## config.mk

```make
export PLATFORM = sky130hd
export DESIGN_NAME = adder_share_ctrl
export DESIGN_NICKNAME = d
export VERILOG_FILES = /design/src/rtl/adder_share_ctrl.sv
export SDC_FILE = /design/constraint.sdc
export NUM_CORES = 1
export LEC_CHECK = 0
export CAP_MARGIN = 20
export CORE_ASPECT_RATIO = 1.5
export CORE_MARGIN = 2
export CORE_UTILIZATION = 38
export CTS_CLUSTER_DIAMETER = 120
export CTS_CLUSTER_SIZE = 24
export DETAILED_ROUTE_END_ITERATION = 10
export PLACE_DENSITY_LB_ADDON = 0.12
export SKIP_CTS_REPAIR_TIMING = 1
export SLEW_MARGIN = 20
export SYNTH_ARGS = -nofsm -noshare
export SYNTH_HDL_FRONTEND = slang
export SYNTH_SLANG_ARGS = --single-unit
```

## constraint.sdc

```tcl
create_clock -name clk -period 21.5 [get_ports clk]
set_input_delay 4.3 -clock clk [delete_from_list [all_inputs] [get_ports clk]]
set_output_delay 4.3 -clock clk [all_outputs]
set_load 0.05 [all_outputs]
```

## src/rtl/adder_share_ctrl.sv

```systemverilog
// Two-requester sequencer around one shared W-bit ripple adder.
// Wide operations take two adder passes (low word, then high word) with the carry held in a register.
module yAdder #(
  parameter int W = 32
) (
  output logic [W-1:0] z,
  output logic         cout,
  input  logic [W-1:0] a,
  input  logic [W-1:0] b,
  input  logic         cin
);
  logic [W:0] c;

  assign c[0] = cin;
  for (genvar i = 0; i < W; i++) begin : g_bit
    assign z[i]   = a[i] ^ b[i] ^ c[i];
    assign c[i+1] = (a[i] & b[i]) | (c[i] & (a[i] ^ b[i]));
  end
  assign cout = c[W];
endmodule

module adder_share_ctrl #(
  parameter int   W          = 32,
  parameter logic PRIO_RESET = 1'b0
) (
  input  logic           clk,
  input  logic           rst_n,
  input  logic           req0_valid,
  output logic           req0_ready,
  input  logic           req0_wide,
  input  logic [2*W-1:0] req0_a,
  input  logic [2*W-1:0] req0_b,
  input  logic           req0_cin,
  input  logic           req1_valid,
  output logic           req1_ready,
  input  logic           req1_wide,
  input  logic [2*W-1:0] req1_a,
  input  logic [2*W-1:0] req1_b,
  input  logic           req1_cin,
  output logic           rsp_valid,
  input  logic           rsp_ready,
  output logic           rsp_id,
  output logic [2*W-1:0] rsp_sum,
  output logic           rsp_cout,
  output logic           busy
);
  localparam logic [1:0] S_IDLE = 2'd0;
  localparam logic [1:0] S_LO   = 2'd1;
  localparam logic [1:0] S_HI   = 2'd2;
  localparam logic [1:0] S_RESP = 2'd3;

  logic [1:0]     state;
  logic           rr;
  logic           op_wide;
  logic           op_id;
  logic           op_cin;
  logic [2*W-1:0] op_a;
  logic [2*W-1:0] op_b;
  logic [W-1:0]   sum_lo;
  logic [W-1:0]   sum_hi;
  logic           c_lo;
  logic           cout_r;

  logic           grant0;
  logic           grant1;
  logic           accept;
  logic           in_hi;
  logic [W-1:0]   add_a;
  logic [W-1:0]   add_b;
  logic [W-1:0]   add_z;
  logic           add_cin;
  logic           add_cout;

  // Grant depends only on state, valids and rr; gated by rst_n so readies read 0 during reset.
  always_comb begin
    grant0 = rst_n && (state == S_IDLE) && req0_valid && (!req1_valid || (rr == 1'b0));
    grant1 = rst_n && (state == S_IDLE) && req1_valid && (!req0_valid || (rr == 1'b1));
    accept = grant0 | grant1;
  end

  assign req0_ready = grant0;
  assign req1_ready = grant1;

  always_comb begin
    in_hi   = (state == S_HI);
    add_a   = in_hi ? op_a[2*W-1:W] : op_a[W-1:0];
    add_b   = in_hi ? op_b[2*W-1:W] : op_b[W-1:0];
    add_cin = in_hi ? c_lo : op_cin;
  end

  yAdder #(.W(W)) u_adder (
    .z    (add_z),
    .cout (add_cout),
    .a    (add_a),
    .b    (add_b),
    .cin  (add_cin)
  );

  // Operand capture is pure data and carries no reset.
  always_ff @(posedge clk) begin
    if (accept) begin
      op_a   <= grant1 ? req1_a   : req0_a;
      op_b   <= grant1 ? req1_b   : req0_b;
      op_cin <= grant1 ? req1_cin : req0_cin;
    end
  end

  always_ff @(posedge clk or negedge rst_n) begin
    if (!rst_n) begin
      state   <= S_IDLE;
      rr      <= PRIO_RESET;
      op_wide <= 1'b0;
      op_id   <= 1'b0;
      sum_lo  <= '0;
      sum_hi  <= '0;
      c_lo    <= 1'b0;
      cout_r  <= 1'b0;
    end else begin
      case (state)
        S_IDLE: begin
          if (accept) begin
            op_wide <= grant1 ? req1_wide : req0_wide;
            op_id   <= grant1;
            rr      <= ~grant1;
            state   <= S_LO;
          end
        end
        S_LO: begin
          sum_lo <= add_z;
          c_lo   <= add_cout;
          if (op_wide) begin
            state <= S_HI;
          end else begin
            sum_hi <= '0;
            cout_r <= add_cout;
            state  <= S_RESP;
          end
        end
        S_HI: begin
          sum_hi <= add_z;
          cout_r <= add_cout;
          state  <= S_RESP;
        end
        default: begin
          if (rsp_ready) state <= S_IDLE;
        end
      endcase
    end
  end

  assign rsp_valid = (state == S_RESP);
  assign busy      = (state != S_IDLE);
  assign rsp_id    = op_id;
  assign rsp_sum   = {sum_hi, sum_lo};
  assign rsp_cout  = cout_r;
endmodule

```

==> run_1/m2.png <==
The bar under the picture is 50 um long.
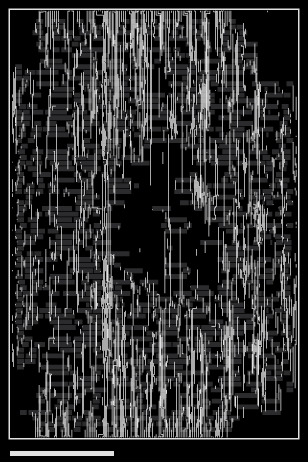
1,069 nets have wire on it. The layer holds 54% of the routed length.

==> run_1/m4.png <==
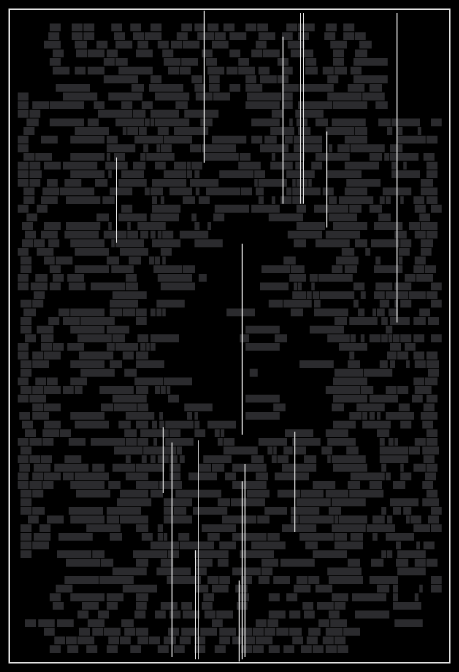
The layer holds 3.4% of the routed length. The layer carries 796 um of wire. The longest straight run is 97.2 um.

==> results.txt, run 1 <==
flow finished, numbers: outcome completed, most numerous logic cells after layout clkdlybuf4s50_1, edfxtp_1, mux2_2, warnings from Yosys 0, synth-to-layout area growth 39.5%, Post-DP Area 13,800 um^2, P_comb 0.972 mW, power consumption 1.86 mW, final slew viol count 0, max incr delay on CP 0.72 ns, Synth Net Count 934, Setup Viol. Count Final 0, clk sink count 200, number of enable flip-flop cells 129, Cell Count, Final, Fillers Out 1,306, GPL Wtd Cong 0.732, htree depth 4, area share, top type 0.377, Pwr top combinational cells, most frequent logic cell in the layout clkdlybuf4s50_1, insertion delay at the late pin of the worst-skew pair 0.44 ns, GR Overflow Total 0, crit path max fanout 66, Post-Synth Adder-Cell Area 0.0684, comb area leader multiplexers, diode count 0, Startpoint Class flop, Setup CP Type flop to flop, Post-DP HPWL 17.3 mm, sequential share of power 0.309, post-layout util 0.539, Die Y 205 um, leading area contributor after synthesis edfxtp_1, Seq cells post-synth 200, register share after synthesis 0.550, Worst Skew 0.00813 ns, xor/xnor share 0, Boundary Pins 335, Yosys cell types 30, CTS clk-pin slew, worst paths 0.07 ns, Die Size 28,400 um^2, simple share 0.0241, fp_density 0.387, ANT nets after route 0, WL final 23.6 mm, global-route wire length before repair 35.9 mm, top cells by count, synth edfxtp_1, mux2_2, mux2_4, top-count cell post-synth edfxtp_1, Worst EP arrival 16.51 ns, Int Pwr 1.11 mW, final hold violations 0, site row count 73, Top cells by area edfxtp_1, dfrtp_1, mux2_4, Commonest flop edfxtp_1, Crit path top cell by count fa_1, PD cells 129 nW/um^2, Final min period 16.19 ns, Avg Inst Size Synth 16.3 um^2, sequential power 0.573 mW, # Cells Yosys 632, via count 6,146, YS chip area 10,300 um^2, initial antenna violation count 0, Avg WL per Cell 18.1 um, Post-Synth AOI/OAI Area 0.0207, Slew HR 0.348, largest net degree at the start of global routing 78, placed cells 1,274, Hold WS 0.507 ns, CP required 21.82 ns, Post-synth ARST share 0.355
==> run_1/m1.png <==
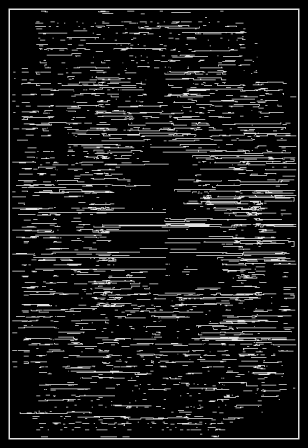
The layer carries 8,860 um of wire. The longest straight run is 63.5 um. The wires run mostly horizontal. 1,069 nets have wire on it.

## run 1: logic make-up (layout without fill, tap and decap cells)
family / Yosys count / after routing
simple gates: 43 / 43
compound gates: 40 / 40
buf+inv: 82 / 419
mux: 230 / 230
flops: 200 / 200
fa+ha+maj: 37 / 37
## run 1: layout make-up
type	instances	area, um^2
fillers	2267	12200
clock buffers	21	440
inverters	47	184
clock inverters	11	125
flip-flops and latches	200	5650
well taps	337	422
repair buffers	340	3390
multi-input cells	350	4130
## run 1: worst max-delay path, delay by kind of cell (launching register included)
kind	cells	cell delay, ns
fa+ha+maj	33	14.50
mux	2	0.71
flops	1	0.43
buf+inv	5	0.43
## run 1: final timing paths
check | slack (ns) | start | end
worst max-delay path | 5.31 | state[0]$_DFFE_PN0P_ | sum_lo[31]$_DFFE_PN0P_
worst min-delay path | 0.51 | sum_lo[16]$_DFFE_PN0P_ | sum_lo[16]$_DFFE_PN0P_
worst max register to register | 5.31 | state[0]$_DFFE_PN0P_ | sum_lo[31]$_DFFE_PN0P_
worst min register to register | 0.51 | sum_lo[16]$_DFFE_PN0P_ | sum_lo[16]$_DFFE_PN0P_
max in group asynchronous | 16.75 | rst_n | sum_lo[28]$_DFFE_PN0P_
min in group asynchronous | 4.12 | rst_n | sum_lo[7]$_DFFE_PN0P_
## run 1: per-layer routing
metal  part of all wire  wire length (um)  vias up  GRT usage
li1                   -                 -     2935          -
met1               0.38              8860     2962      0.181
met2               0.54             12600      212      0.307
met3              0.054              1280       37     0.0438
met4              0.034               796        0     0.0703
met5                  0                 0        -          0
## run 1: registers in the layout, summed over array words and instances, names as in the netlist
name      cells
op_a         64
op_b         64
sum_hi       32
sum_lo       32
state         2
c_lo          1
op_cin        1
op_wide       1
rr            1
rsp_cout      1
rsp_id        1
==> run 2: changes to the inputs <==
==> constraint.sdc (replaced) <==
create_clock -name clk -period 13.6 [get_ports clk]
set_input_delay 2.72 -clock clk [delete_from_list [all_inputs] [get_ports clk]]
set_output_delay 2.72 -clock clk [all_outputs]
set_load 0.05 [all_outputs]
==> run 2 against run 1 <==
Against the previous run: clock-buffer cell count increased by 1; worst hold slack improved by 0.0015 ns; non-clock buffer count increased by 6; first-iteration DRC count decreased by 14%; critical endpoint unchanged.
==> results.txt, run 2 <==
flow finished, numbers: Setup Viol. Count Final 0 (unchanged), WL met1 9.04 mm (+2.0%), fp_density 0.387 (unchanged), Post-DP Area 13,900 um^2 (+0.84%), site row count 73 (unchanged), power consumption 2.97 mW (+60%), Die Y 205 um (unchanged), ANT nets after route 0 (unchanged), PD cells 206 nW/um^2 (+59%), top layer in use met4, P_comb 1.58 mW (+63%), final hold violations 0 (unchanged), sequential power 0.906 mW (+58%), FF-to-FF End sum_lo[31]$_DFFE_PN0P_, Post-DP HPWL 18.0 mm (+3.7%), global-route wire length before repair 37.0 mm (+3.2%), grt peak-use layer met2, Worst EP arrival 13.49 ns (-3.02 ns), Int Pwr 1.79 mW (+61%), post-layout util 0.544 (+0.00447), htree depth 4 (unchanged), synth-to-layout area growth 40.7%, largest net degree at the start of global routing 75 (-3.8%), Slew HR 0.360 (+0.0127), Avg Inst Size Synth 16.3 um^2 (unchanged), Worst Skew 0.00858 ns (+0.000446 ns), WL final 24.0 mm (+1.9%), Hold WS 0.509 ns (+0.00147 ns), Yosys cell types 30 (unchanged), insertion delay at the late pin of the worst-skew pair 0.43 ns (about the same), Seq cells post-synth 200 (unchanged), CP required 13.91 ns (-7.91 ns), via count 6,200 (+0.88%), routing usage on met3 0.0426 (-0.00116), GPL Wtd Cong 0.728 (-0.59%), final slew viol count 0 (unchanged), register share after synthesis 0.550 (unchanged), worst reg-to-reg setup slack 0.42 ns (-4.90 ns), Post-Layout Inst Area 14,500 um^2, Setup CP Type flop to flop, met2 Use GR 0.328 (+0.0214), Fillers 2,223 (-1.9%), # Cells Yosys 632 (unchanged), number of enable flip-flop cells 129 (unchanged), area share, top type 0.377 (unchanged), GR Overflow Total 0 (unchanged), reg-to-reg startpoint state[0]$_DFFE_PN0P_, leading area contributor after synthesis edfxtp_1, Avg WL per Cell 18.3 um (+1.4%), warnings from Yosys 0 (unchanged), YS chip area 10,300 um^2 (unchanged), GR Layer Usage met1 0.188 (+0.00644), Cell Count, Final, Fillers Out 1,312 (+0.46%), max incr delay on CP 0.50 ns (-0.22 ns), diode count 0 (unchanged), most numerous logic cells after layout clkdlybuf4s50_1, edfxtp_1, mux2_2, most frequent logic cell in the layout clkdlybuf4s50_1, Die Size 28,400 um^2 (unchanged), crit path capture sum_lo[31]$_DFFE_PN0P_, Synth Net Count 934 (unchanged), initial antenna violation count 1 (+1), sequential share of power 0.305 (-0.004), Pwr top combinational cells, Post-synth ARST share 0.355 (unchanged), Final min period 13.18 ns (-3.00 ns), top cells by count, synth edfxtp_1, mux2_2, mux2_4, Boundary Pins 335 (unchanged), CTS clk-pin slew, worst paths 0.07 ns (about the same), met2 routed WL 13.4 mm (+5.9%), met3 WL 1.24 mm (-3.1%), placed cells 1,280 (+0.47%), crit path max fanout 6 (-91%), Top cells by area edfxtp_1, dfrtp_1, mux2_4, biggest regs op_a: 64 flops, op_b: 64 flops, top-count cell post-synth edfxtp_1, outcome completed, Commonest flop edfxtp_1, crit path from state[0]$_DFFE_PN0P_
-- run 2: cell type report --
| type | instances | area [um^2] | share of cell area |
|---|---|---|---|
| Sequential cell | 200 | 5650 | 0.391 |
| Multi-Input combinational cell | 350 | 4200 | 0.290 |
| Timing Repair Buffer | 346 | 3430 | 0.237 |
| Clock buffer | 22 | 475 | 0.0329 |
| Tap cell | 337 | 422 | 0.0292 |
| Inverter | 47 | 186 | 0.0129 |
| Clock inverter | 10 | 91.3 | 0.00632 |
-- run 2: cells by family after synthesis --
family,Yosys count,share of synthesized area
adder cells (fa/ha/maj),37,0.0684
AND/OR/NAND/NOR,43,0.0241
buffers and inverters,82,0.0502
AND-OR/OR-AND,40,0.0207
multiplexers,230,0.287
flip-flops,200,0.550
-- run 2: how the worst min path moves through the flow --
stage	from	end	slack [ns]	cells after the start
after floorplan	c_lo$_DFFE_PN0P_	c_lo$_DFFE_PN0P_	0.47	1
final	sum_lo[0]$_DFFE_PN0P_	sum_lo[0]$_DFFE_PN0P_	0.51	1
after detailed placement	sum_lo[21]$_DFFE_PN0P_	sum_lo[21]$_DFFE_PN0P_	0.50	1
after global placement	sum_lo[20]$_DFFE_PN0P_	sum_lo[20]$_DFFE_PN0P_	0.49	1
after CTS	sum_lo[27]$_DFFE_PN0P_	sum_lo[27]$_DFFE_PN0P_	0.51	1
after global routing	sum_lo[27]$_DFFE_PN0P_	sum_lo[27]$_DFFE_PN0P_	0.52	1
-- run 2: critical path, delay by kind of cell, from the launching register on --
kind                       cells  cell delay, ns
muxes                          2            0.64
DFF                            1            0.39
adders and majority gates     33           11.66
buffers and inverters          5            0.36
==> run_2/m1.png <==
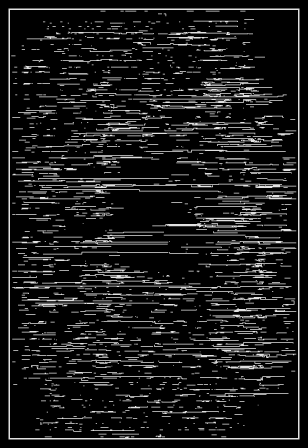
1,092 nets have wire on it. The layer holds 38% of the routed length. The longest straight run is 74.5 um. The layer carries 9,040 um of wire. The wires run mostly horizontal.

No activity file was given, so power comes from the tool's default toggle rates.
